[src/rtl/pulse_burst_sequencer.sv]
`default_nettype none
// +--------------------------------------------------------------------------+
// | Module      : pulse_burst_sequencer                                      |
// | Description : Turns a programmed configuration into bursts of pulses.    |
// |               Each burst has cfg_count pulses of cfg_period cycles and   |
// |               cfg_width high time. cfg_bursts bursts are separated by     |
// |               cfg_gap low cycles. The sequence can be aborted at any time.|
// |               The configuration is captured when the sequence starts.    |
// | Option      : TRIG_SYNC_EN - start is an asynchronous trigger level,     |
// |               passed through a 2-flop synchronizer and a registered      |
// |               rising-edge detect (3 extra cycles of latency).            |
// | Ports       : clk, rst          clock, synchronous active-high reset     |
// |               start, stop       begin / abort sequence                   |
// |               cfg_period/width/gap (CW), cfg_count/bursts (NW)           |
// |               pulse_out         registered pulse output                  |
// |               busy, done, cfg_err  status flags and strobes              |
// |               pulse_idx, burst_idx  0-based progress indices             |
// | Revision    : 1.0 - initial release                                      |
// +--------------------------------------------------------------------------+
module pulse_burst_sequencer #(
    parameter int CW = 32,
    parameter int NW = 16
) (
    input  logic          clk,
    input  logic          rst,
    input  logic          start,
    input  logic          stop,
    input  logic [CW-1:0] cfg_period,
    input  logic [CW-1:0] cfg_width,
    input  logic [NW-1:0] cfg_count,
    input  logic [NW-1:0] cfg_bursts,
    input  logic [CW-1:0] cfg_gap,
    output logic          pulse_out,
    output logic          busy,
    output logic          done,
    output logic          cfg_err,
    output logic [NW-1:0] pulse_idx,
    output logic [NW-1:0] burst_idx
);

    typedef enum logic [1:0] {
        S_IDLE  = 2'd0,
        S_PULSE = 2'd1,
        S_GAP   = 2'd2,
        S_DONE  = 2'd3
    } state_t;

    localparam logic [CW-1:0] C_ONE_CW = {{(CW-1){1'b0}}, 1'b1};
    localparam logic [NW-1:0] C_ONE_NW = {{(NW-1){1'b0}}, 1'b1};

    state_t        state_q, state_d;
    logic [CW-1:0] ph_q, ph_d;          // cycle position inside the current period
    logic [CW-1:0] gcnt_q, gcnt_d;      // cycle position inside the inter-burst gap
    logic [NW-1:0] pidx_q, pidx_d;
    logic [NW-1:0] bidx_q, bidx_d;
    logic [CW-1:0] per_q, per_d;        // shadow configuration
    logic [CW-1:0] wid_q, wid_d;        // already clamped
    logic [NW-1:0] cnt_q, cnt_d;
    logic [NW-1:0] bur_q, bur_d;
    logic [CW-1:0] gap_q, gap_d;
    logic          pulse_q, pulse_d;
    logic          busy_q, busy_d;
    logic          done_q, done_d;
    logic          err_q, err_d;

    logic          w_start;
    logic          w_cap;
    logic          w_cfg_bad;
    logic [CW-1:0] w_wid_clamp;
    logic [CW-1:0] w_wid_use;

`ifdef TRIG_SYNC_EN
    logic trig_s1_q, trig_s2_q, trig_s3_q, trig_edge_q;

    // Two synchronizer flops, a delay flop for edge detection, and a
    // registered edge so a held trigger yields exactly one start.
    always_ff @(posedge clk) begin
        if (rst) begin
            trig_s1_q   <= 1'b0;
            trig_s2_q   <= 1'b0;
            trig_s3_q   <= 1'b0;
            trig_edge_q <= 1'b0;
        end else begin
            trig_s1_q   <= start;
            trig_s2_q   <= trig_s1_q;
            trig_s3_q   <= trig_s2_q;
            trig_edge_q <= trig_s2_q & ~trig_s3_q;
        end
    end

    assign w_start = trig_edge_q;
`else
    assign w_start = start;
`endif

    // Keep at least one low cycle per period; period==1 forces width 0.
    assign w_wid_clamp = (cfg_width >= cfg_period) ? (cfg_period - C_ONE_CW) : cfg_width;
    assign w_cfg_bad   = (cfg_period == '0) || (cfg_count == '0) || (cfg_bursts == '0);

    always_comb begin
        state_d = state_q;
        ph_d    = ph_q;
        gcnt_d  = gcnt_q;
        pidx_d  = pidx_q;
        bidx_d  = bidx_q;
        err_d   = 1'b0;
        w_cap   = 1'b0;

        case (state_q)
            S_IDLE: begin
                // stop in the same cycle suppresses the start
                if (w_start && !stop) begin
                    w_cap  = 1'b1;
                    ph_d   = '0;
                    pidx_d = '0;
                    bidx_d = '0;
                    if (w_cfg_bad) begin
                        state_d = S_DONE;
                        err_d   = 1'b1;
                    end else begin
                        state_d = S_PULSE;
                    end
                end
            end
            S_PULSE: begin
                if (stop) begin
                    state_d = S_IDLE;
                    ph_d    = '0;
                    pidx_d  = '0;
                    bidx_d  = '0;
                end else if (ph_q == per_q - C_ONE_CW) begin
                    ph_d = '0;
                    if (pidx_q == cnt_q - C_ONE_NW) begin
                        if (bidx_q == bur_q - C_ONE_NW) begin
                            state_d = S_DONE;
                            pidx_d  = '0;
                            bidx_d  = '0;
                        end else if (gap_q != '0) begin
                            state_d = S_GAP;
                            gcnt_d  = '0;
                        end else begin
                            pidx_d = '0;
                            bidx_d = bidx_q + C_ONE_NW;
                        end
                    end else begin
                        pidx_d = pidx_q + C_ONE_NW;
                    end
                end else begin
                    ph_d = ph_q + C_ONE_CW;
                end
            end
            S_GAP: begin
                if (stop) begin
                    state_d = S_IDLE;
                    ph_d    = '0;
                    pidx_d  = '0;
                    bidx_d  = '0;
                end else if (gcnt_q == gap_q - C_ONE_CW) begin
                    state_d = S_PULSE;
                    ph_d    = '0;
                    pidx_d  = '0;
                    bidx_d  = bidx_q + C_ONE_NW;
                end else begin
                    gcnt_d = gcnt_q + C_ONE_CW;
                end
            end
            default: begin  // S_DONE: one cycle, start ignored
                state_d = S_IDLE;
            end
        endcase

        per_d = w_cap ? cfg_period  : per_q;
        wid_d = w_cap ? w_wid_clamp : wid_q;
        cnt_d = w_cap ? cfg_count   : cnt_q;
        bur_d = w_cap ? cfg_bursts  : bur_q;
        gap_d = w_cap ? cfg_gap     : gap_q;

        // Output flops are loaded from next-state so they align with the state.
        w_wid_use = w_cap ? w_wid_clamp : wid_q;
        pulse_d   = (state_d == S_PULSE) && (ph_d < w_wid_use);
        busy_d    = (state_d == S_PULSE) || (state_d == S_GAP);
        done_d    = (state_d == S_DONE);
    end

    always_ff @(posedge clk) begin
        if (rst) begin
            state_q <= S_IDLE;
            ph_q    <= '0;
            gcnt_q  <= '0;
            pidx_q  <= '0;
            bidx_q  <= '0;
            per_q   <= '0;
            wid_q   <= '0;
            cnt_q   <= '0;
            bur_q   <= '0;
            gap_q   <= '0;
            pulse_q <= 1'b0;
            busy_q  <= 1'b0;
            done_q  <= 1'b0;
            err_q   <= 1'b0;
        end else begin
            state_q <= state_d;
            ph_q    <= ph_d;
            gcnt_q  <= gcnt_d;
            pidx_q  <= pidx_d;
            bidx_q  <= bidx_d;
            per_q   <= per_d;
            wid_q   <= wid_d;
            cnt_q   <= cnt_d;
            bur_q   <= bur_d;
            gap_q   <= gap_d;
            pulse_q <= pulse_d;
            busy_q  <= busy_d;
            done_q  <= done_d;
            err_q   <= err_d;
        end
    end

    assign pulse_out = pulse_q;
    assign busy      = busy_q;
    assign done      = done_q;
    assign cfg_err   = err_q;
    assign pulse_idx = pidx_q;
    assign burst_idx = bidx_q;

endmodule
`default_nettype wire

[config.mk]
export PLATFORM = sky130hd
export DESIGN_NAME = pulse_burst_sequencer
export DESIGN_NICKNAME = d
export VERILOG_FILES = /design/src/rtl/pulse_burst_sequencer.sv
export SDC_FILE = /design/constraint.sdc
export NUM_CORES = 1
export LEC_CHECK = 0
export ABC_AREA = 1
export ABC_CLOCK_PERIOD_IN_PS = 3600
export CORE_ASPECT_RATIO = 0.9
export CORE_MARGIN = 1
export CORE_UTILIZATION = 45
export DETAILED_ROUTE_END_ITERATION = 10
export GPL_ROUTABILITY_DRIVEN = 0
export PLACE_DENSITY = 0.77
export SLEW_MARGIN = 5
export SYNTH_ARGS = -nofsm -noshare
export SYNTH_HDL_FRONTEND = slang
export SYNTH_SLANG_ARGS = --single-unit
[constraint.sdc]
create_clock -name clk -period 3.6 [get_ports clk]
set_input_delay 0.72 -clock clk [delete_from_list [all_inputs] [get_ports clk]]
set_output_delay 0.72 -clock clk [all_outputs]
set_load 0.005 [all_outputs]
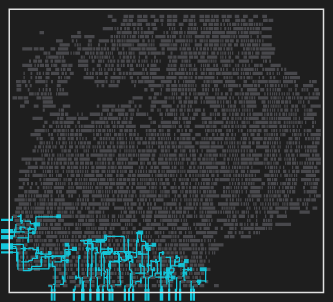
io_fan.png
Scale: 1.5 px per um.
- cfg_period: cyan (direction input; edge 23 bottom, 9 left; end cells 80; buffers 58; wire 1,230 um)
Port-buffer cells: 167
I/O pin count: 168

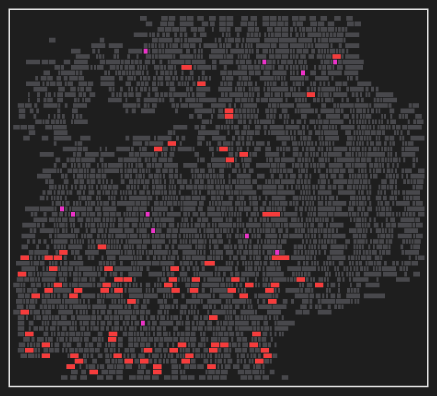
logic_types.png
Scale: 2 px per um.
- and/or cells: magenta (cells 11)
- fa/ha/maj cells: red (cells 79)
non-filler cells, final: 3,655
fraction of standard cell area in multi-input logic: 0.4930
highest-count logic cell in the final layout: sky130_fd_sc_hd__nand2_1

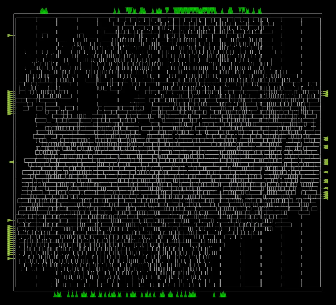
placement.png
Core Area: 37,560 um2
sequential cell area share: 0.1989
layout sequential cell count: 230
post-route core utilization: 0.6172

==> flow_summary.json <==
{
  "min_delay_path_depth": 2,
  "cp_max_fo": 4,
  "non_clock_buffer_area_share": 0.1901,
  "hpwl_mm": 43.48,
  "synth-seq-area-share": 0.2667,
  "chipArea_um2": 39150,
  "route.antenna.remaining_nets": 0,
  "gr-usage-met1": 0.3461,
  "dominant_cells": "multi-input combinational cells",
  "wl_mm": 58.13,
  "combinational_share_of_power": 0.282,
  "grt_most_used_layer": "met2",
  "switchingPower_mw": 2.474,
  "cts.repair_timing.setup_buffer_count": 17,
  "worst_path_dominant_cell_family": "simple AND/OR/NAND/NOR gates",
  "yosys.cell_types.count": 49,
  "drt_pre_antenna_iters": 6,
  "post-route-drc-count": 0,
  "tap-cell-count": 483,
  "power_mw": 7.820,
  "worst_slew_pin_slew_ns": 0.8656,
  "first_global_vias": 19150,
  "failed_checks": "setup timing",
  "nNetsFinal": 3364,
  "yosys_area_um2": 17260,
  "reg2reg_to": "pulse_out",
  "top_layer_used": "met4",
  "detail_route.iter0.violations": 1803,
  "ctsRootBufferMaster": "sky130_fd_sc_hd__clkbuf_16",
  "clkTransAtPathRegs_ns": 0.07,
  "finalMaxSlewViolations": 0,
  "run_status": "finished with violations",
  "hold_ws_ns": 0.4942,
  "syn_area_um2": 17260,
  "num-clock-buffers": 40,
  "flow.area_growth_from_synthesis_pct": 34.26,
  "layout-drive-gt1-share": 0.1724,
  "post_cts_resized": 43,
  "vias": 19960,
  "timing.critical_path.depth": 22,
  "synth_stat.cells": 2696,
  "ctsHoldBuffers": 0,
  "maxSlewHeadroom": 0.4221,
  "reg2reg_setup_slack_ns": -0.35,
  "enable_flop_cells": 0,
  "netSwitchingFraction": 0.3163,
  "final.signal_inverter_count": 325,
  "final.setup.worst_slack_ns": -0.3495,
  "path_common_cell": "sky130_fd_sc_hd__inv_1",
  "fin_skew_ns": 0.01321,
  "fmax_mhz": 253.2,
  "cp_buf_inv_count": 5,
  "timing.setup.tns_ns": -0.3495,
  "crit_type": "reg -> reg",
  "synthFlopType": "sky130_fd_sc_hd__dfxtp_1",
  "most-common-layout-cells": "sky130_fd_sc_hd__nand2_1, sky130_fd_sc_hd__nor2_1, sky130_fd_sc_hd__buf_4",
  "pwr-share-seq": 0.354,
  "worst_ep_arrival_time_ns": 4.38,
  "seqCellArea_um2": 4609,
  "grt_overflow_total": 0,
  "timing_hold_violations_final": 0,
  "buffer_depth_of_the_longest_clock_path": 3,
  "r2r_start": "ph_q[2]",
  "timing.final.setup_violations": 1,
  "static-leakage-power_nw": 10.14,
  "rows": 67,
  "synth_flops": 230,
  "area.combinational_um2": 11430,
  "detail_route.wl_per_cell_um": 15.90,
  "grt_util_met2": 0.5039,
  "initial_antenna_violation_count": 0,
  "worstSetupEndpointType": "flip-flop",
  "whs_endpoint": "bur_q[1]",
  "route.layer.met1.wl_mm": 23.53,
  "area_share_clock_buf_inv": 0.03914,
  "tritoncts_clock_tree": "done",
  "critical_path.slowest_cell": "sky130_fd_sc_hd__dfxtp_1",
  "min_delay_startpoint": "bur_q[1]",
  "clk_sinks": 230,
  "period_needed_ns": 3.950,
  "dp.cells": 3567,
  "clockPowerShare": 0.364,
  "postSynthNetCount": 2907,
  "critPathLaunchType": "flip-flop",
  "synth_warnings": 0,
  "crit_path_max_incr_delay_ns": 0.42,
  "warnings": 33,
  "r2r_cells": 22,
  "met2WireLength_mm": 28.07,
  "internal_power_summed_over_all_cells_mw": 5.346,
  "holdCritPathClass": "reg -> reg",
  "initCoreUtil": 0.4597,
  "drt-vias-per-instance": 5.460,
  "avgSynthCellArea_um2": 6.404,
  "comb_cells": 2043,
  "synth_async_sr_flop_share": 0,
  "worst_ir_drop_vdd_mv": 0.3472,
  "setup.worst_path.start": "ph_q[2]",
  "crit_path_cell_trace": "inv_1 > nor3_2 > nand3_1 > nor2_1 > inv_1 > nor3_2 > nand3_2 > nor4_4 > buf_4 > nand3_1 > xor2_1 > o21ai_0 > nand2_1 > nand2_1 > ha_1 > nand2_1 > inv_1 > nand3_2 > nor4_4 > inv_1 > nor4_2 > a21oi_1",
  "grtUsageTotal": 0.2868,
  "met3RoutedLength_mm": 3.688,
  "antenna_cells": 0,
  "timing.max_cap.violations": 0,
  "worst_ep_required_time_ns": 4.03,
  "htree_num_levels": 1,
  "fin_crit_sh": 1.097,
  "clk-insertion-delay-late_ns": 0.55,
  "rsz0062_at_grt": "yes",
  "n_fill_cell": 3287,
  "global_route_wire_length_before_repair_mm": 92.90
}
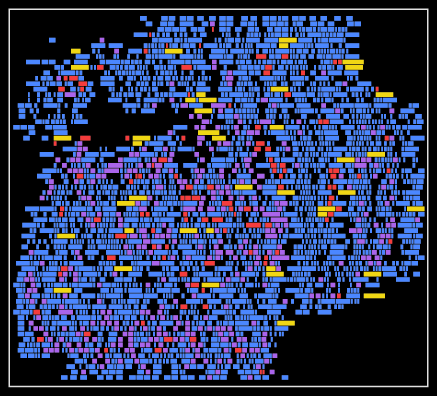
sizes.png
Scale: 2 px per um.
- _0 and _1 cells: blue (cells 2,625; share 83%; most used nand2_1)
- _6 and larger: yellow (cells 41; share 1.3%; most used clkbuf_16)
- _3 and _4 cells: purple (cells 394; share 12%; most used buf_4)
- _2 cells: red (cells 112; share 3.5%; most used nor2_2)
Non-clk bufs: 527
worst-case setup margin in the final layout: -0.3495 ns

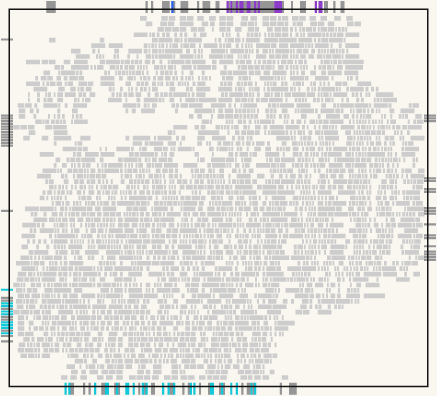
io_placement.png
Scale: 2 px per um. Pins as bars across the die edge, other pins in gray.
- cfg_bursts: purple (pins 16; direction input; edge top)
- busy: blue (pins 1; direction output; edge top)
- cfg_period: cyan (pins 32; direction input; edge 23 bottom, 9 left)
- all pins by edge: 67 top, 52 bottom, 31 left, 18 right
Chip Width: 208.5 um
Die Span Y: 187.8 um

registers in the layout (all words and copies together), names as in the netlist:
name       count
cnt_q         16
pulse_idx     16
busy           1
pulse_out      1
done           1
ph_q          32
gap_q         32
bur_q         16
gcnt_q        32
per_q         32
burst_idx     16
wid_q         32
state_q        2
cfg_err        1
synth_stat cells (all sizes together) (3+ instances only):
master | instances | area (um2)
nand3 | 142 | 730.7
dfxtp | 230 | 4604
nor3b | 4 | 30.03
nor3 | 79 | 431.7
a22oi | 3 | 22.52
nor2 | 393 | 1548
nand3b | 9 | 67.56
nand4 | 74 | 481.7
o21bai | 5 | 37.54
or2 | 8 | 50.05
nand2 | 570 | 2185
o211ai | 25 | 187.7
xnor2 | 58 | 508.0
clkbuf | 73 | 274.0
a31oi | 6 | 37.54
a21oi | 200 | 1042
nor4 | 46 | 294.0
o221ai | 4 | 35.03
o22ai | 15 | 93.84
a211oi | 5 | 37.54
ha | 79 | 988.5
o21ai | 157 | 785.8
xor2 | 148 | 1296
inv | 323 | 1212
buf | 25 | 150.1
and2 | 3 | 18.77
power by group through the flow:
stage               clock (mW)  combinational, mW  sequential [mW]
finish                    2.85               2.20             2.77
global route              2.99               2.43             2.78
CTS                       2.88               2.09             2.76
detailed placement           0               2.03             2.82
global placement             0               1.96             2.82
floorplan                    0               1.20             2.79
metrics by stage:
stage / instance area, um2 / worst slack (ns)
floorplan: 17260 / 0.002317
global placement: 21540 / -0.6901
detailed placement: 21540 / -0.8506
CTS: 22750 / -0.09744
global route: 23180 / -0.5845
finish: 23180 / -0.3495
cells by family after synthesis:
kind of cell | synth area share
adder cells (fa/ha/maj) | 0.05725
flip-flops | 0.2667
AND/OR/NAND/NOR | 0.3390
buffers and inverters | 0.09523
XOR/XNOR | 0.1058
AND-OR/OR-AND | 0.1360
Power is estimated from default activity; no workload was simulated.
